File: config.mk
export PLATFORM = sky130hd
export DESIGN_NAME = sqrt_controller
export DESIGN_NICKNAME = d
export VERILOG_FILES = /design/src/rtl/sqrt_ctrl_pkg.sv /design/src/rtl/sqrt_iter_counter.sv /design/src/rtl/sqrt_controller.sv
export SDC_FILE = /design/constraint.sdc
export NUM_CORES = 1
export LEC_CHECK = 0
export CAP_MARGIN = 5
export CORE_MARGIN = 2
export CORE_UTILIZATION = 30
export CTS_CLUSTER_SIZE = 14
export DETAILED_ROUTE_END_ITERATION = 12
export DONT_BUFFER_PORTS = 1
export GPL_ROUTABILITY_DRIVEN = 0
export GPL_TIMING_DRIVEN = 0
export HOLD_SLACK_MARGIN = 0.06
export MAX_ROUTING_LAYER = met4
export PLACE_DENSITY_LB_ADDON = 0.2
export SYNTH_ARGS = -nofsm -noshare
export SYNTH_HDL_FRONTEND = slang
export SYNTH_SLANG_ARGS = --single-unit
File: constraint.sdc
create_clock -name clk -period 5.2 [get_ports clk]
set_input_delay 1.3 -clock clk [delete_from_list [all_inputs] [get_ports clk]]
set_output_delay 1.3 -clock clk [all_outputs]
set_load 0.03 [all_outputs]
File: src/rtl/sqrt_ctrl_pkg.sv
// Shared definitions for the square-root controller: state encoding and
// default watchdog limit.
package sqrt_ctrl_pkg;

  localparam int STATE_W          = 2;
  localparam int DEFAULT_MAX_ITER = 16;

  typedef enum logic [STATE_W-1:0] {
    IDLE = 2'd0,
    TEST = 2'd1,
    DONE = 2'd2,
    ERR  = 2'd3
  } state_e;

endpackage

File: src/rtl/sqrt_iter_counter.sv
// Saturating iteration counter for the square-root controller.
// Ports:
//   clk, clr  - clock, async active-high clear
//   clear     - synchronous clear (start of a run)
//   inc       - count one add iteration (ignored once at MAX_ITER)
//   cnt       - current count
//   limit     - cnt == MAX_ITER
module sqrt_iter_counter
  import sqrt_ctrl_pkg::*;
#(
  parameter int MAX_ITER = DEFAULT_MAX_ITER,
  parameter int ITER_W   = 5
) (
  input  logic              clk,
  input  logic              clr,
  input  logic              clear,
  input  logic              inc,
  output logic [ITER_W-1:0] cnt,
  output logic              limit
);

  localparam logic [ITER_W-1:0] MAX_CNT = ITER_W'(MAX_ITER);
  localparam logic [ITER_W-1:0] ONE     = ITER_W'(1);

  logic [ITER_W-1:0] cnt_r;

  // Count register: clear wins over increment, and the count never wraps.
  always_ff @(posedge clk or posedge clr) begin
    if (clr) begin
      cnt_r <= '0;
    end else if (clear) begin
      cnt_r <= '0;
    end else if (inc && (cnt_r != MAX_CNT)) begin
      cnt_r <= cnt_r + ONE;
    end else begin
      cnt_r <= cnt_r;
    end
  end

  assign cnt   = cnt_r;
  assign limit = (cnt_r == MAX_CNT);

endmodule

File: src/rtl/sqrt_controller.sv
// Control FSM for the 8-bit iterative square-root datapath.
// Ports:
//   clk, clr          - clock, async active-high reset (shared with datapath)
//   start/ack/abort   - requester handshake
//   greater           - datapath flag a_q < sq_q
//   en_a/en_del/en_sq/en_out, ld_add - datapath enables (combinational)
//   busy/done/err     - registered status, one-hot-or-zero
//   iter_cnt          - add iterations in the current or last run
module sqrt_controller
  import sqrt_ctrl_pkg::*;
#(
  parameter int MAX_ITER = DEFAULT_MAX_ITER,
  parameter int ITER_W   = 5
) (
  input  logic              clk,
  input  logic              clr,
  input  logic              start,
  input  logic              ack,
  input  logic              abort,
  input  logic              greater,
  output logic              en_a,
  output logic              en_del,
  output logic              en_sq,
  output logic              en_out,
  output logic              ld_add,
  output logic              busy,
  output logic              done,
  output logic              err,
  output logic [ITER_W-1:0] iter_cnt
);

  state_e state_r, state_nxt_s;
  logic   busy_r, done_r, err_r;
  logic   busy_nxt_s, done_nxt_s, err_nxt_s;
  logic   en_a_s, en_del_s, en_sq_s, en_out_s, ld_add_s;
  logic   cnt_clear_s, cnt_inc_s, limit_s;

  sqrt_iter_counter #(
    .MAX_ITER (MAX_ITER),
    .ITER_W   (ITER_W)
  ) u_iter_counter (
    .clk   (clk),
    .clr   (clr),
    .clear (cnt_clear_s),
    .inc   (cnt_inc_s),
    .cnt   (iter_cnt),
    .limit (limit_s)
  );

  // State and status registers.
  always_ff @(posedge clk or posedge clr) begin
    if (clr) begin
      state_r <= IDLE;
      busy_r  <= 1'b0;
      done_r  <= 1'b0;
      err_r   <= 1'b0;
    end else begin
      state_r <= state_nxt_s;
      busy_r  <= busy_nxt_s;
      done_r  <= done_nxt_s;
      err_r   <= err_nxt_s;
    end
  end

  // Next-state, status and datapath-enable decode.
  always_comb begin
    state_nxt_s = state_r;
    busy_nxt_s  = busy_r;
    done_nxt_s  = done_r;
    err_nxt_s   = err_r;
    en_a_s      = 1'b0;
    en_del_s    = 1'b0;
    en_sq_s     = 1'b0;
    en_out_s    = 1'b0;
    ld_add_s    = 1'b0;
    cnt_clear_s = 1'b0;
    cnt_inc_s   = 1'b0;
    case (state_r)
      IDLE: begin
        if (start) begin
          en_a_s      = 1'b1;
          en_del_s    = 1'b1;
          en_sq_s     = 1'b1;
          cnt_clear_s = 1'b1;
          busy_nxt_s  = 1'b1;
          state_nxt_s = TEST;
        end else begin
          state_nxt_s = IDLE;
        end
      end
      TEST: begin
        // Abort outranks greater so an aborted run never touches out.
        if (abort) begin
          busy_nxt_s  = 1'b0;
          state_nxt_s = IDLE;
        end else if (greater) begin
          en_out_s    = 1'b1;
          busy_nxt_s  = 1'b0;
          done_nxt_s  = 1'b1;
          state_nxt_s = DONE;
        end else if (limit_s) begin
          busy_nxt_s  = 1'b0;
          err_nxt_s   = 1'b1;
          state_nxt_s = ERR;
        end else begin
          ld_add_s    = 1'b1;
          en_del_s    = 1'b1;
          en_sq_s     = 1'b1;
          cnt_inc_s   = 1'b1;
          state_nxt_s = TEST;
        end
      end
      DONE: begin
        if (ack) begin
          done_nxt_s  = 1'b0;
          state_nxt_s = IDLE;
        end else begin
          state_nxt_s = DONE;
        end
      end
      ERR: begin
        if (ack) begin
          err_nxt_s   = 1'b0;
          state_nxt_s = IDLE;
        end else begin
          state_nxt_s = ERR;
        end
      end
      default: begin
        busy_nxt_s  = 1'b0;
        done_nxt_s  = 1'b0;
        err_nxt_s   = 1'b0;
        state_nxt_s = IDLE;
      end
    endcase
  end

  // Enables are masked by clr so the datapath sees no load while reset is held.
  assign en_a   = en_a_s   & ~clr;
  assign en_del = en_del_s & ~clr;
  assign en_sq  = en_sq_s  & ~clr;
  assign en_out = en_out_s & ~clr;
  assign ld_add = ld_add_s & ~clr;

  assign busy = busy_r;
  assign done = done_r;
  assign err  = err_r;

endmodule

==> commit_impl_results.txt, run 1 <==
Add synthesis and place-and-route results

* Total area of sequential cells: around 250 um^2
- Type of element launching the critical path: primary input
- Met1 demand-to-capacity share in global routing: 18.6%
- Worst Path Arrival: 3.21 ns
* Sequential-cell power consumption: roughly 0.00013 W
* Run status: finished, final reports clean
- The layout report lists the multi-input gate area as 272 um^2.
* Number of port buffers: 0
* H-Tree Level Count: 1
- M1 WL: 658 um
- The registers of the reported paths see a clock transition of 0.07 ns.
- Most frequent cells after synthesis: dfrtp_1 (10), inv_1 (6), nand2_1 (6), nor2_1 (6), a21oi_1 (4)
* Number of CTS-inserted buffers: 3
- Count of unique library cells instantiated by Yosys: 27
- Count of buffering cells on the critical path with inverters included: 2
* Area after detailed placement: 607 um^2
- The library cells used most frequently in the layout, excluding fill and tap cells, are dfrtp_1 (10), nand2_1 (6), inv_1 (6), nor2_1 (6), a21oi_1 (4).
- Setup Fix Bufs, Post-CTS: 0
- Row count: 15
- Net switching is about two fifths of the power.
- Residual DRC: 0
* Peak Freq: approximately 0.22 GHz
* Critical Path Slowest Stage Cell: a211oi_1
* Clock Tree Buf Depth: 2
- In the final timing run, aggregate negative setup slack is 0 ns.
- Period minus WS final: 4.51 ns
- Synthesized netlist net count: between 70 and 80
- Leading cell kind: multi-input combinational cells
* Share of the synthesized area in the top cell type: 43.5%
- Combinational share of power: 22.4%
- The top cell type in the final layout, fill and taps aside, is dfrtp_1.
* Endpoint kind of the worst setup timing path: output pin
* Logic gate fraction of the total cell area: 42.2%
- Summed over all combinational cells, the power is 0.0000571 W.
* Total routed wirelength: 1.38 mm
- Total number of vias: 469
- FFs w/ async S/R, synth: 100%
* Synthesized-area fraction occupied by adder cells: 4.35%
* Worst path depth: 5
* Clock Tree Root: clkbuf_4
- Data on the critical path is required at its endpoint by 3.90 ns.
- In this run, synthesis inferred 0 flip-flops with an integrated enable.
* Cell area after layout: 643 um^2
* Depth of the worst register-to-register path: 6
- In the synthesized netlist, mux cells make up 5.43% of the area.
- The worst-case reg-to-reg setup slack stands at 3.00 ns.
* N_diodes: 0
- STA lists the endpoint of the worst register-to-register path as u_iter_counter.cnt[1].
- Routed length per placed instance: 15.0 um
- Once the clock tree was built, the resizer swapped 0 gates to a different size.
- Per the run report, area growth between synthesis and finish was 11.7%.
- The synthesized netlist occupies a cell area of 576 um^2.
- For this run, global-route usage on met3 was measured as 6.42%.
- The internal power of the cells totals around 0.00016 W.
- Area share of and/or/nand/nor cells after synthesis: a little under a quarter
* Final setup viols: 0
- Clk pwr share: 28.0%
* Avg Inst Size Synth: 9.14 um^2
- 19 I/O pins were placed.
- Largest net degree at the start of global routing: 11
- Most area-hungry cell type in the Yosys netlist: dfrtp_1
- The clock network takes up 5.64% of total cell area after layout.
- The first global-routing pass estimated between 2 and 2.5 mm of wire.
- During synthesis, Yosys emitted a total of 0 warnings.
- Worst setup slack after placement: 0.696 ns
- Leaving out the clock tree, the finished layout contains an inverter count of 6.
==> run_1/port_trees.png <==
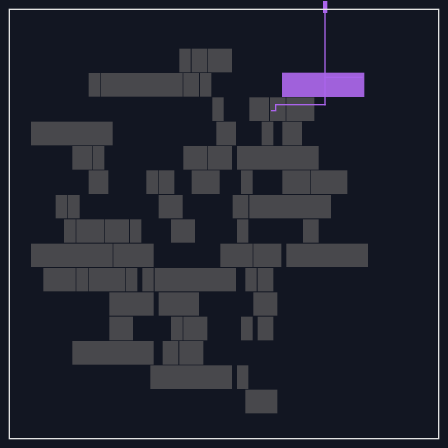
- purple: err (bits 1; direction output; edge north; end cells 1; buffers 0; wire 21.1 um)

==> run_1/m2.png <==
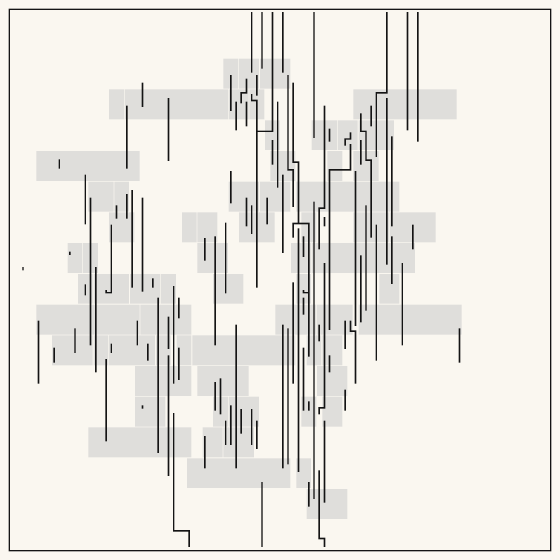
- main direction: vertical
- nets with wire on the layer: 59
- longest straight run: 26.2 um
- share of all routed wire: 46%
- wire length on this layer: 628 um

==> run_1/m3.png <==
The bar under the picture is 10 um long.
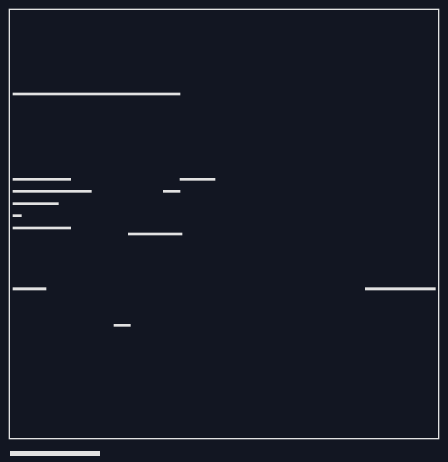
- wire length on this layer: 68.5 um
- nets with wire on the layer: 9
- longest straight run: 18.4 um

==> run 1 -> run 2 <==
--- a/config.mk
+++ b/config.mk
@@ -18,4 +18,5 @@
 export PLACE_DENSITY_LB_ADDON = 0.2
 export SYNTH_ARGS = -nofsm -noshare
 export SYNTH_HDL_FRONTEND = slang
+export SYNTH_HIERARCHICAL = 1
 export SYNTH_SLANG_ARGS = --single-unit
==> run_2/class_map.png <==
Fill, decap, tap and diode cells in gray.
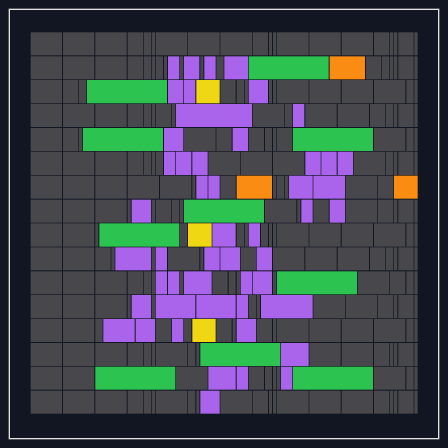
- orange: remaining buffers and delay cells (cells 3; share of their area 4.8%)
- yellow: clock-net drivers (cells 3; share of their area 3.6%)
- purple: remaining logic cells (cells 50; share of their area 51%)
- green: registers (cells 10; share of their area 40%)

==> run 2 against run 1 <==
Net effect: synthesized area grew 4.3%; critical path depth grew 2; sequential cell count is the same; hold slack lost 0.047 ns; non-clock buffer count shrank 2; first-iteration DRC count shrank 57%; die area grew 4.0%; fmax grew 9.2%; critical endpoint unchanged; largest cell class unchanged.
==> commit_impl_results.txt, run 2 <==
Add synthesis and place-and-route results

- The run finished with clean final reports.
- Routed length per placed instance: 13.2 um (-12%)
* Residual DRC: 0 (unchanged)
- Synthesized-area fraction occupied by adder cells: 4.17% (-0.18 points)
- The cell resize tally after clock tree synthesis came to 0 (unchanged).
- H-Tree Level Count: 1 (unchanged)
* Cell area after layout: 657 um^2 (+2.1%)
- Depth of the worst register-to-register path: 6 (unchanged)
- Slack of the worst reg-to-reg path: 2.97 ns (-0.03 ns)
- Area after detailed placement: 634 um^2 (+4.5%)
- Logic inverters: 5 (-1)
* Crit path from: u_iter_counter/cnt[0]
- Layout fillers: 217
* Clock Tree Root: clkbuf_4
- Combinational share of power: 28.1% (+5.7 points)
- Met3 global-route usage: 2.78% (-3.6 points)
- The number of CTS-inserted buffers was 3 (unchanged).
- Per the run summary, max-cap violations total 0.
- Most frequent cells after synthesis: dfrtp_1 (10), nor2_1 (7), a21oi_1 (6)
* Met3 Wirelength: 58 um
- The clock network contribution to total cell area was 3.43% (-2.2 points).
- The count of warnings emitted by yosys was 6 (+6).
- Endpoint kind of the worst setup timing path: output pin
- The setup-violating endpoint count in the final report was 0 (unchanged).
* Worst-case clock skew: ~0.0082 ns
* Clock Tree Buf Depth: 2 (unchanged)
* Avg Inst Size Synth: 9.53 um^2 (+4.3%)
- The die is 48.7 um wide.
- Number of port buffers: 0 (unchanged)
- Transition time at the pin with the least slew margin: 1.32 ns
* Type of element launching the critical path: flop
* Share of cell area taken by muxes after synthesis: 5.21% (-0.23 points)
- Number of I/O pins: 19 (unchanged)
- Comb gate area: 302 um^2 (+11%)
- The tally of unique sky130hd cells used after synthesis came to 25 (-7.4%).
- The maximum number of pins on one net before global-route repair is 10 (-1).
- Synthesized netlist net count: 71 (unchanged)
- The layout has 3 buffers outside the clock class.
* Combinational Power: 0.0000672 W (+18%)
- Row count: 16 (+1)
- Critical Path Slowest Stage Cell: nor3_1
- Fraction of power spent switching nets: 39.7% (+0.84 points)
* Met1 demand-to-capacity share in global routing: 15.3% (-3.3 points)
- Summed over all instances, the cell type with the most area after synthesis is dfrtp_1.
- The power in sequential cells was 0.000118 W (-7%).
- Period minus WS final: 4.13 ns (-0.381 ns)
- Worst Path Arrival: 2.83 ns (-0.38 ns)
* Required time at the endpoint of the critical path: 3.90 ns (about the same)
* Logic gate fraction of the total cell area: 45.9% (+3.7 points)
- The post-synthesis cell area is 601 um^2 (+4.3%).
* Detailed-routed wire length on met2: around 570 um
- Clk pwr share: 22.7% (-5.3 points)
- R2R Path End: u_iter_counter/cnt[0]
- Share of the synthesized area in the top cell type: 41.7% (-1.8 points)
- The count of buffers added by post-CTS timing repair for setup was 0 (unchanged).
- Ranking logic cells in the layout by count gives the top entries dfrtp_1 (10), nor2_1 (7), a21oi_1 (6), nand2_1 (5), inv_1 (5).
* M1 WL: 563 um (-14%)
- Clock Sinks: 10
* Peak Freq: 0.242 GHz (+9.2%)
- Design internal power: 0.000144 W (-7.5%)
* Fin worst setup slack: 1.07 ns
- Count of buffering cells on the critical path with inverters included: 2 (unchanged)
* Number of flops mapped to enable cells by yosys: 0 (unchanged)
* Area share of and/or/nand/nor cells after synthesis: 27.9% (+4.7 points)
- The number of cells on the critical path is 7 (+2).
* Total area of sequential cells: 250 um^2 (unchanged)
- Leading cell kind: multi-input combinational cells
- The library cell used most frequently in the layout, excluding fill and tap cells, is dfrtp_1.
- The pre-CTS setup slack is 1.16 ns (+0.466 ns).
- Total number of vias: 452 (-3.6%)
* Setup TNS: 0 ns (unchanged)
* Layout Area Growth over Synthesis: 9.38%
* N_diodes: 0 (unchanged)
- Total routed wirelength: 1.22 mm (-11%)
* Clock transition time at the flip-flop clock pins of the worst setup and hold paths: 0.07 ns (about the same)
- FFs w/ async S/R, synth: 100% (unchanged)
==> run 2 -> run 3 <==
==> constraint.sdc (replaced) <==
create_clock -name clk -period 3.45 [get_ports clk]
set_input_delay 0.8625 -clock clk [delete_from_list [all_inputs] [get_ports clk]]
set_output_delay 0.8625 -clock clk [all_outputs]
set_load 0.03 [all_outputs]
==> run_3/placed.png <==
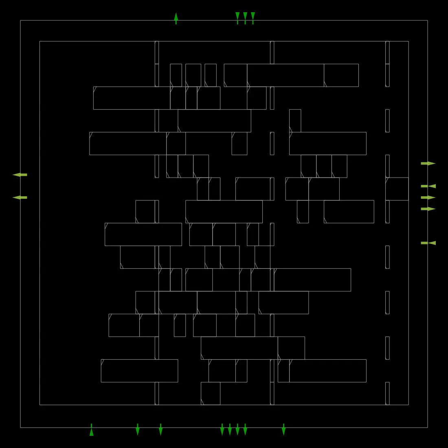
share of the final layout cell area in sequential cells: 37.5%
fraction of the core area covered by cells at the end of the flow: 34.8%
row count: 16
final non-filler cell total: 93
Layout fillers: 217

==> run 3 against run 2 <==
Net effect: clock skew shrank 0.0013 ns; sequential share of layout area shrank 0.64 points; highest routed layer unchanged; critical path depth shrank 3; critical endpoint is now ld_add; register-to-register slack got worse by 1.8 ns; first-iteration DRC count is 100% lower; power up 52%; global-route usage unchanged; synthesized area stayed put; die area did not move.
==> commit_impl_results.txt, run 3 <==
Add synthesis and place-and-route results

- Clock Tree Buf Depth: 2 (unchanged)
- FFs w/ async S/R, synth: 100% (unchanged)
- Met3 global-route usage: 2.78% (unchanged)
- The switching share of power is 39.8% (+0.16 points).
* Total number of vias: 447 (-1.1%)
- Logic gate fraction of the total cell area: 46.8% (+0.91 points)
* Worst setup slack after placement: 0.0215 ns (-1.14 ns)
- The global route stage reports its total congestion overflow as 0.
* Top power group: registers
* Core Box Area: 1920 um^2
- Share of cell area taken by muxes after synthesis: 5.21% (unchanged)
* Detailed-routed wire length on met2: 569 um (+0.35%)
- Design internal power: 0.000219 W (+51%)
- The met1 demand-to-capacity share in global routing is 15.3% (unchanged).
* R2R Path End: u_iter_counter/cnt[0]
- Layout buffer count excluding clock buffers: 3 (unchanged)
* Ratio of cells with drive above 1 in the final layout: 16.7%
- The final timing report derives a shortest allowable period of 3.35 ns.
- The met3 wire length was 55 um (-5.2%).
* Worst Path Arrival: 2.49 ns (-0.34 ns)
* Chip height: 48.7 um
- Count of unique library cells instantiated by Yosys: 25 (unchanged)
- Crit path from: u_iter_counter/cnt[0]
- Slack of the worst reg-to-reg path: 1.21 ns (-1.76 ns)
- Clock Tree Root: clkbuf_4
* Cell area after layout: 668 um^2 (+1.7%)
- Worst-case clock skew: 0.00688 ns (-0.00133 ns)
* Fin worst setup slack: 0.0967 ns (-0.970 ns)
- Estimated wirelength of the detail-placed design: about 930 um
* Logic inverters: 5 (unchanged)
- Antenna violations before repair: 0
- The maximum number of pins on one net before global-route repair was 10 (unchanged).
- The number of violations of the max-capacitance limit came to 0 (unchanged).
* Count of buffering cells on the critical path with inverters included: 1 (-1)
* Type of element launching the critical path: flop
- The horizontal die dimension was 48.7 um (unchanged).
- Capturing element of the worst setup path: ld_add
- Number of flops mapped to enable cells by yosys: 0 (unchanged)
- The post-synthesis share of cell area spent on full adders, half adders and majority gates came to 4.17% (unchanged).
* Endpoint kind of the worst setup timing path: output pin
* Setup Fix Bufs, Post-CTS: 0 (unchanged)
* Most instantiated logic cell after routing: dfrtp_1
- Total routed wirelength: 1.23 mm (+0.74%)
- The setup-violating endpoint count in the final report was 0 (unchanged).
* Combinational share of power: 28.8% (+0.7 points)
* Clock transition time at the flip-flop clock pins of the worst setup and hold paths: 0.07 ns (about the same)
- Setup TNS: 0 ns (unchanged)
- Sequential cell fraction of total power: a little under 50%
* H-Tree Level Count: 1 (unchanged)
- Top library cells by usage in the layout, fill and taps aside: dfrtp_1 (10), nor2_1 (7), a21oi_1 (6), nand2_1 (5), inv_1 (5)
* Number of warnings issued by yosys: 6 (unchanged)
* Avg Inst Size Synth: 9.53 um^2 (unchanged)
* M1 WL: 576 um (+2.3%)
- Peak Freq: approximately 0.3 GHz
- The area share of the leading cell type in the synthesized netlist came to 41.7% (unchanged).
- The worst-case reg-to-reg path depth was 6 (unchanged).
- Area share of and/or/nand/nor cells after synthesis: 27.9% (unchanged)
- The total clock sinks was 10 (unchanged).
- Power attributed to the clock group is 0.0000811 W.
- The slowest stage of the critical path belongs to the cell nor4_1.
- The post-synthesis cell area was 601 um^2 (unchanged).
- Layout Area Growth over Synthesis: 11.3%
- The reported combinational group power came to 0.000105 W (+56%).
- The post-detailed-placement cell area came to 634 um^2 (unchanged).
- Worst path depth: 4 (-3)
- Synthesized netlist net count: 71 (unchanged)
* Required time at the endpoint of the critical path: 2.59 ns (-1.31 ns)
- The number of CTS-inserted buffers is 3 (unchanged).
- Residual DRC: 0 (unchanged)
- Routed length per placed instance: 13.2 um (+0.74%)
- The multi-input gate area in the final layout was 313 um^2 (+3.7%).
- Total area of sequential cells: 250 um^2 (unchanged)
* Cell resize tally after clock tree synthesis: 1 (+1)
- The count of boundary I/O pins came to 19 (unchanged).
* Clock buffers and inverters, area share: 3.37% (-0.058 points)
- N_diodes: 0 (unchanged)
- Transition time at the pin with the least slew margin: 1.32 ns (-0.00266 ns)
- The commonest cells after synthesis are dfrtp_1 (10), nor2_1 (7), a21oi_1 (6).
- Number of warning messages in the logs: 27
- Run status: finished, final reports clean
Power and IR drop assume default switching activity.
